Run 1, signal wires on met1:
Bar = 50 um. Cells faint in the background.
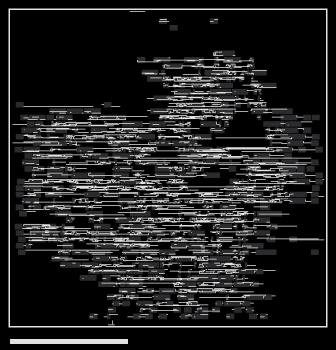
Run 1, signal wires on met2:
Cells faint in the background.
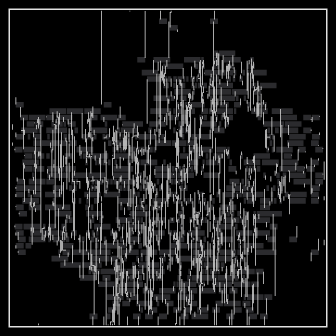
Run 1, metal 3:
Bar = 50 um. Cells faint in the background.
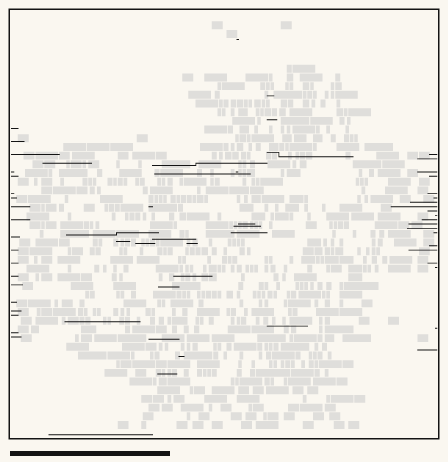
[src/rtl/seg_scan_ctrl.sv]
// seg_scan_ctrl: 8-digit multiplexed seven-segment scan controller with frame-synchronous shadow load.
// Optional feature: define LZ_BLANK_EN to suppress leading zeros (digit 0 is always shown).
// Output registers follow the scan state by one cycle, so a slot's first lit cycle is the edge after BLANK ends.
module seg_scan_ctrl #(
    parameter int unsigned SCAN_DIV     = 1000,
    parameter int unsigned BLANK_CYCLES = 50
) (
    input  logic        clk,
    input  logic        rst,
    input  logic        en,
    input  logic [31:0] digits_in,
    input  logic [7:0]  dp_in,
    input  logic        load,
    output logic        load_ack,
    output logic [7:0]  seg_out,
    output logic [7:0]  digit_sel,
    output logic [2:0]  slot,
    output logic        frame_done
);
    localparam logic [15:0] SHOW_LD  = 16'(SCAN_DIV - 1);
    localparam logic [15:0] BLANK_LD = 16'(BLANK_CYCLES - 1);
    localparam bit          NO_BLANK = (BLANK_CYCLES == 0);

    typedef enum logic [1:0] {IDLE, BLANK, SHOW} state_t;

    state_t      state, state_nxt;
    logic [15:0] cnt, cnt_nxt;
    logic [2:0]  slot_nxt;
    logic [31:0] shadow, stage;
    logic [7:0]  dp_sh, dp_stage;
    logic [7:0]  lz, seg_nxt, sel_nxt;
    logic        pending, wrap, apply, lit;

    function automatic logic [6:0] dec(input logic [3:0] d);
        case (d)
            4'd0:    dec = 7'h3F;
            4'd1:    dec = 7'h06;
            4'd2:    dec = 7'h5B;
            4'd3:    dec = 7'h4F;
            4'd4:    dec = 7'h66;
            4'd5:    dec = 7'h6D;
            4'd6:    dec = 7'h7D;
            4'd7:    dec = 7'h07;
            4'd8:    dec = 7'h7F;
            4'd9:    dec = 7'h6F;
            default: dec = 7'h00;
        endcase
    endfunction

    assign wrap  = en && state == SHOW && cnt == 16'd0 && slot == 3'd7;
    assign apply = (pending || load) && (wrap || state == IDLE);

`ifdef LZ_BLANK_EN
    // lz[i] marks digit i and every digit above it as zero; digit 0 never blanks
    always_comb begin
        lz    = '0;
        lz[7] = shadow[31:28] == 4'd0;
        for (int i = 6; i >= 1; i--) lz[i] = lz[i+1] && (shadow[4*i +: 4] == 4'd0);
    end
`else
    assign lz = '0;
`endif

    // scan state register
    always_ff @(posedge clk) begin
        if (rst) begin
            state <= IDLE;
            cnt   <= '0;
            slot  <= '0;
        end else begin
            state <= state_nxt;
            cnt   <= cnt_nxt;
            slot  <= slot_nxt;
        end
    end

    // next scan state: BLANK/SHOW countdown, slot advance, en=0 collapses to IDLE
    always_comb begin
        state_nxt = state;
        cnt_nxt   = cnt;
        slot_nxt  = slot;
        if (!en) begin
            state_nxt = IDLE;
            cnt_nxt   = '0;
            slot_nxt  = '0;
        end else if (state == IDLE) begin
            state_nxt = NO_BLANK ? SHOW : BLANK;
            cnt_nxt   = NO_BLANK ? SHOW_LD : BLANK_LD;
        end else if (cnt != 16'd0) begin
            cnt_nxt = cnt - 16'd1;
        end else if (state == BLANK) begin
            state_nxt = SHOW;
            cnt_nxt   = SHOW_LD;
        end else begin
            slot_nxt  = slot + 3'd1;
            state_nxt = NO_BLANK ? SHOW : BLANK;
            cnt_nxt   = NO_BLANK ? SHOW_LD : BLANK_LD;
        end
    end

    // display drive for the current slot; dark outside SHOW or when en drops
    always_comb begin
        lit     = en && state == SHOW;
        sel_nxt = lit ? ~(8'h01 << slot) : 8'hFF;
        seg_nxt = lit ? {dp_sh[slot], lz[slot] ? 7'h00 : dec(shadow[{slot, 2'b00} +: 4])} : 8'h00;
    end

    // registered outputs, pulses and the frame-synchronous shadow load
    always_ff @(posedge clk) begin
        if (rst) begin
            seg_out    <= 8'h00;
            digit_sel  <= 8'hFF;
            load_ack   <= 1'b0;
            frame_done <= 1'b0;
            pending    <= 1'b0;
            shadow     <= '0;
            dp_sh      <= '0;
            stage      <= '0;
            dp_stage   <= '0;
        end else begin
            seg_out    <= seg_nxt;
            digit_sel  <= sel_nxt;
            load_ack   <= apply;
            frame_done <= wrap;
            pending    <= (pending || load) && !apply;
            if (load) begin
                stage    <= digits_in;
                dp_stage <= dp_in;
            end
            if (apply) begin
                shadow <= load ? digits_in : stage;
                dp_sh  <= load ? dp_in : dp_stage;
            end
        end
    end
endmodule

[config.mk]
export PLATFORM = sky130hd
export DESIGN_NAME = seg_scan_ctrl
export DESIGN_NICKNAME = d
export VERILOG_FILES = /design/src/rtl/seg_scan_ctrl.sv
export SDC_FILE = /design/constraint.sdc
export NUM_CORES = 1
export LEC_CHECK = 0
export ABC_AREA = 1
export CORE_UTILIZATION = 30
export DETAILED_ROUTE_END_ITERATION = 12
export SETUP_SLACK_MARGIN = 0.05
export SYNTH_ARGS = -nofsm -noshare
export SYNTH_HDL_FRONTEND = slang
export SYNTH_SLANG_ARGS = --single-unit
[constraint.sdc]
create_clock -name clk -period 3.55 [get_ports clk]
set_input_delay 0.355 -clock clk [delete_from_list [all_inputs] [get_ports clk]]
set_output_delay 0.355 -clock clk [all_outputs]
set_load 0.03 [all_outputs]
==> flow_summary.toml, run 1 <==
# flow metrics
[global_route]
overflow = 0
antenna_found_initial = 0

[synth]
ys_sh_simple = 0.2657
yosysCellCount = 669
most_common_cell = "nand2_1"

[placed_design]
place_ws_ns = 0.9078
dpl.cell_count = 921
io_buffers = 64
dpl_cell_area_mm2 = 0.005957

[power_and_ir_drop]
p_per_area_mw_per_mm2 = 542.2
net-switching-power_uw = 869.4
p_int_mw = 2.668
peakVddDrop_mv = 0.3634
sw_frac_of_total = 0.2458

[die]
rows = 47
taps = 220
dieHeight_um = 134.0

[route]
top_layer = "met4"
detail-route-antenna-nets = 0
dr_wl_met3_um = 452

[final_layout]
num-nonclk-buffers = 69
seq_share = 0.3682
logic_gates = 463

[sta]
tns_ns = 0
final-setup-viol-count = 0
grt_setup_unrepaired = "false"
worstMarginPinSlew_ns = 0.8519
fin_ws_ns = 0.8571

[critical_path]
max_stage_delay_ns = 0.87
reg2reg_depth = 11

[worst_hold_path]
hold_path_end = "cnt[15]$_SDFF_PP0_"

[clocking]
cts_tree = "built"

[run_status]
outcome = "completed"
Notes on 'signal wires on met1' above:
- main direction: horizontal
- nets with wire on the layer: 713
- longest straight run: 34.0 um
- wire length on this layer: 5890 um
- share of all routed wire: 52%
vias: 4253
met1 GRT Util: 0.1873
Routed WL: 11310 um

Notes on 'signal wires on met2' above:
- main direction: vertical
- share of all routed wire: 42%
- wire length on this layer: 4730 um
- longest straight run: 45.6 um
- nets with wire on the layer: 569
met2 GRT Util: 0.1952

Notes on 'metal 3' above:
- wire length on this layer: 452 um
- main direction: horizontal
- share of all routed wire: 4.0%
- longest straight run: 32.4 um
M3 GR Usage: 0.03968

-- run 1: how the worst max path moves through the flow --
stage / start / end / slack (ns) / cells past startpoint
global placement: slot[0]$_SDFFE_PP0P_ / seg_out[3]$_SDFF_PP0_ / 0.99 / 11
global route: slot[0]$_SDFFE_PP0P_ / seg_out[3]$_SDFF_PP0_ / 0.59 / 11
floorplan: slot[1]$_SDFFE_PP0P_ / seg_out[3]$_SDFF_PP0_ / 1.37 / 11
finish: slot[0]$_SDFFE_PP0P_ / seg_out[3]$_SDFF_PP0_ / 0.86 / 11
detailed placement: slot[0]$_SDFFE_PP0P_ / seg_out[3]$_SDFF_PP0_ / 0.91 / 11
CTS: slot[0]$_SDFFE_PP0P_ / seg_out[3]$_SDFF_PP0_ / 0.88 / 11
-- run 1: layout by cell type (no fill, tap or decap), types with 2 or more instances in the layout --
| master | n |
|---|---|
| nor3_1 | 2 |
| clkbuf_1 | 4 |
| buf_4 | 5 |
| clkinv_2 | 6 |
| nand2_2 | 4 |
| clkbuf_8 | 2 |
| o22ai_1 | 5 |
| bufinv_16 | 2 |
| dfxtp_1 | 120 |
| a21oi_1 | 63 |
| nand3_1 | 58 |
| or2_2 | 4 |
| mux2i_1 | 40 |
| nor2_1 | 115 |
| ha_1 | 13 |
| nand4_1 | 2 |
| o21ai_0 | 13 |
| nand3b_1 | 2 |
| clkbuf_16 | 17 |
| xor2_1 | 5 |
| inv_1 | 41 |
| nor2_2 | 3 |
| inv_2 | 7 |
| nand2_1 | 125 |
| clkdlybuf4s50_1 | 63 |
-- run 1: worst min-delay path: stages (launching register included) --
cell	delay, ns
dfxtp_1	0.30
nand2_1	0.06
a21oi_1	0.05
Run 1, placement view:
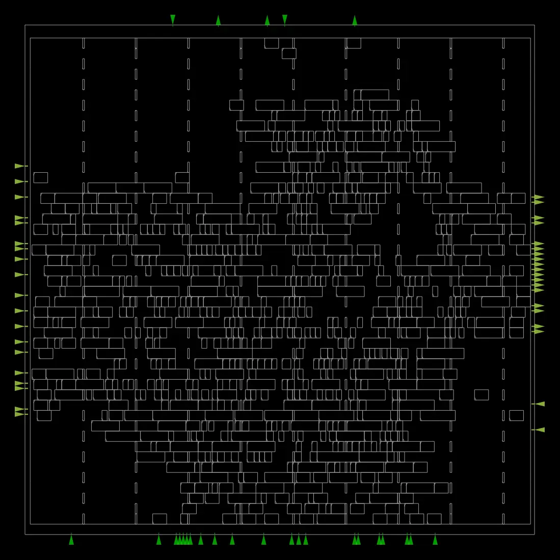

==> run 2: changes to the inputs <==
==> constraint.sdc (replaced) <==
create_clock -name clk -period 2.7 [get_ports clk]
set_input_delay 0.27 -clock clk [delete_from_list [all_inputs] [get_ports clk]]
set_output_delay 0.27 -clock clk [all_outputs]
set_load 0.03 [all_outputs]
Run 2, placement view:
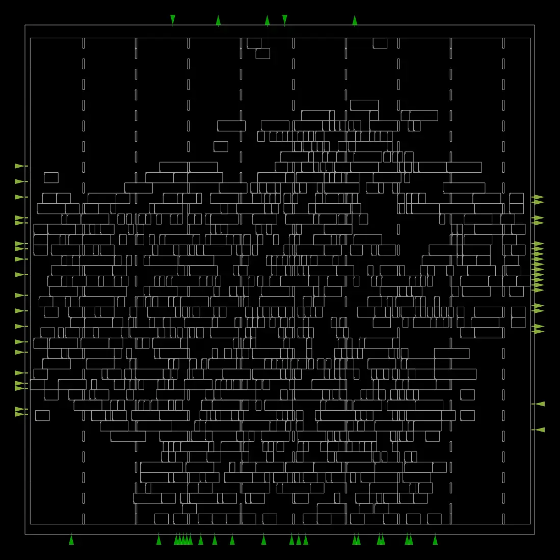
sequential share of cell area: 0.3645
Tapcells: 220
fin cells: 955
row count: 47
Core Util, Final: 0.3919

==> run 2 against run 1 <==
First-iteration DRC count is 6.7% lower. Non-clock buffer count up 3. Via count up 0.94%. Maximum frequency up 16%. Global-route usage grew 0.38 points. Combinational power rose by 33%. Critical endpoint unchanged.
==> flow_summary.toml, run 2 <==
# flow metrics
[final_layout]
final_cell_mix = "nand2_1, dfxtp_1, nor2_1"
lay_top_count = "nand2_1"

[synth]
yosysCellCount = 669
ys_async_sr_fraction = 0
most_common_cell = "nand2_1"

[die]
dieHeight_um = 134.0
die_w_um = 134.0

[power_and_ir_drop]
sw_frac_of_total = 0.2367
peakVddDrop_mv = 0.4632
p_per_area_mw_per_mm2 = 734.1
p_int_mw = 3.693
powerClk_mw = 2.34
net-switching-power_mw = 1.145

[sta]
fin_ws_ns = 0.3806
tns_ns = 0
worstMarginPinSlew_ns = 0.7739
final-setup-viol-count = 0
grt_setup_unrepaired = "false"

[global_route]
use_met3 = 0.04573
grtUsageMet1 = 0.1968

[clocking]
cts_tree = "built"

[placed_design]
place_ws_ns = 0.3442
dpl_cell_area_mm2 = 0.005979
io_buffers = 64

[critical_path]
critical_path_class = "register to register"
crit_slowest_cell = "dfxtp_1"

[run_status]
outcome = "completed"

[route]
top_layer = "met4"
Run 2, signal wires on met2:
Cells faint in the background.
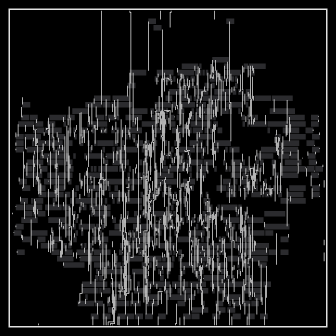
- wire length on this layer: 4640 um
- longest straight run: 45.0 um
- main direction: vertical
vias: 4293
met2 GRT Util: 0.1957
Routed WL: 11520 um

==> run 2: cell counts after synthesis <==
Identical to the previous run, type by type.
==> run 2: metrics by stage <==
stage | power, mW | instances
after floorplan | 2.385 | 669
after global placement | 2.531 | 924
after detailed placement | 2.535 | 924
after CTS | 4.888 | 955
after global routing | 5.080 | 955
final | 4.838 | 955
==> run 2: layout make-up <==
| class | instances | area [um2] |
|---|---|---|
| clock inverter | 9 | 147.6 |
| clock buffer | 22 | 464.2 |
| fill | 1770 | 10230 |
| timing repair buffer | 72 | 695.7 |
| sequential | 120 | 2402 |
| inverter | 49 | 183.9 |
| tap | 220 | 275.3 |
| multi-input combinational | 463 | 2422 |
==> run 2: worst max-delay path: cells and delay by family (launching register included) <==
| kind | cells | cell delay (ns) |
|---|---|---|
| compound gates | 4 | 0.69 |
| buf+inv | 3 | 0.57 |
| flops | 1 | 0.46 |
| fa+ha+maj | 1 | 0.31 |
| simple gates | 3 | 0.22 |
==> run 2: cells by family (layout without fill, tap and decap cells) <==
group,count (synthesis),count (layout),synth area share
AOI/OAI and AO/OA,83,83,0.08164
and+or+nand+nor,322,322,0.2657
adders and majority gates,13,13,0.03112
buffers and inverters,86,152,0.07685
xor gates and xnor gates,5,5,0.008379
muxes,40,40,0.07661
DFF,120,120,0.4597
==> run 2: path summary, 6_finish.rpt <==
kind / from / endpoint / slack [ns] / cells past startpoint
worst max register to register: slot[0]$_SDFFE_PP0P_ / seg_out[3]$_SDFF_PP0_ / 0.38 / 11
worst min register to register: cnt[6]$_SDFF_PP0_ / cnt[6]$_SDFF_PP0_ / 0.46 / 2
worst max-delay path: slot[0]$_SDFFE_PP0P_ / seg_out[3]$_SDFF_PP0_ / 0.38 / 11
worst min-delay path: cnt[6]$_SDFF_PP0_ / cnt[6]$_SDFF_PP0_ / 0.46 / 2
==> run 3: changes to the inputs <==
--- a/config.mk
+++ b/config.mk
@@ -6,6 +6,7 @@
 export NUM_CORES = 1
 export LEC_CHECK = 0
 export ABC_AREA = 1
+export ABC_CLOCK_PERIOD_IN_PS = 2700
 export CORE_UTILIZATION = 30
 export DETAILED_ROUTE_END_ITERATION = 12
 export SETUP_SLACK_MARGIN = 0.05
Run 3, signal wires on met2:
Cells faint in the background.
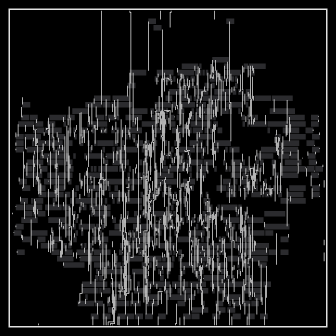

==> run 3 against run 2 <==
Power unchanged. Sequential power about the same. Global-route usage unchanged. Maximum frequency unchanged. Worst setup slack unchanged. Utilization unchanged. Non-clock buffer count unchanged. Critical path type unchanged. Highest routed layer unchanged.
==> flow_summary.toml, run 3 <==
# flow metrics
[die]
dieHeight_um = 134.0
rows = 47

[placed_design]
io_buffers = 64
dpl_cell_area_mm2 = 0.005979
dpl.cell_count = 924

[critical_path]
crit_slowest_cell = "dfxtp_1"

[synth]
compound_area_frac = 0.08164
adder_share = 0.03112
mux_share = 0.07661
logic_family = "simple AND/OR/NAND/NOR gates"
xor_share = 0.008379

[final_layout]
layout.nonclk_buf_frac = 0.1055
num-nonclk-buffers = 72
comb_share = 0.3675
inverters = 49
largest_class = "multi-input combinational cells"
clock_area_frac = 0.09282
register_area_mm2 = 0.002402
lay_top_count = "nand2_1"
final_util = 0.3919
layout.cells.non_filler = 955
clkbuf_count = 22

[sta]
final-setup-viol-count = 0
grt_setup_unrepaired = "false"
worstMarginPinSlew_ns = 0.7739
tns_ns = 0

[power_and_ir_drop]
p_int_mw = 3.693
net-switching-power_mw = 1.145
sw_frac_of_total = 0.2367
p_per_area_mw_per_mm2 = 734.1

[global_route]
overflow = 0

[route]
wl_um = 11520

[run_status]
outcome = "completed"
Run 3, placement view:
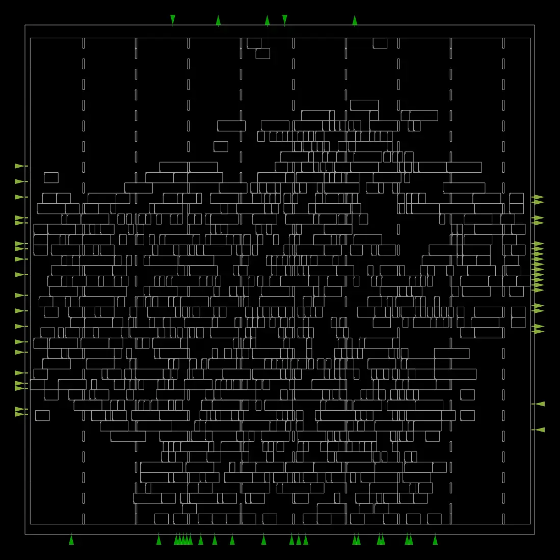
fillers: 1770
Core Region: 0.01682 mm2
num sequential: 120

## run 3: cell counts in the layout (fill, tap and decap cells not counted)
Identical to the previous run, type by type.
## run 3: per-layer routing
metal | vias up | routed length [um] | track usage
li1 | 2265 | - | -
met1 | 1930 | 6175 | 0.1968
met2 | 87 | 4635 | 0.1957
met3 | 11 | 567 | 0.04573
met4 | 0 | 140 | 0.05177
met5 | - | 0 | 0
## run 3: final timing paths
check,from,to,slack (ns),cells past startpoint
setup reg to reg,slot[0]$_SDFFE_PP0P_,seg_out[3]$_SDFF_PP0_,0.38,11
hold reg to reg,cnt[6]$_SDFF_PP0_,cnt[6]$_SDFF_PP0_,0.46,2
setup / recovery,slot[0]$_SDFFE_PP0P_,seg_out[3]$_SDFF_PP0_,0.38,11
hold / removal,cnt[6]$_SDFF_PP0_,cnt[6]$_SDFF_PP0_,0.46,2
## run 3: worst max-delay path, delay by kind of cell, from the launching register on
kind                       cells  cell delay, ns
AOI/OAI and AO/OA              4            0.69
adders and majority gates      1            0.31
buffers and inverters          3            0.57
DFF                            1            0.46
and+or+nand+nor                3            0.22
## run 3: logic make-up (layout without fill, tap and decap cells)
| group | after synthesis | in the layout |
|---|---|---|
| muxes | 40 | 40 |
| xor gates and xnor gates | 5 | 5 |
| and+or+nand+nor | 322 | 322 |
| buffers and inverters | 86 | 152 |
| DFF | 120 | 120 |
| adders and majority gates | 13 | 13 |
| AOI/OAI and AO/OA | 83 | 83 |
## run 3: through the flow
stage          setup slack (ns)  power [mW]
5_1_grt                 0.06047       5.080
2_1_floorplan            0.5226       2.385
3_3_place_gp             0.4433       2.531
3_5_place_dp             0.3442       2.535
6_report                 0.3806       4.838
4_1_cts                  0.3353       4.888
Power figures rest on the tool's default switching activity, not on a simulated workload.
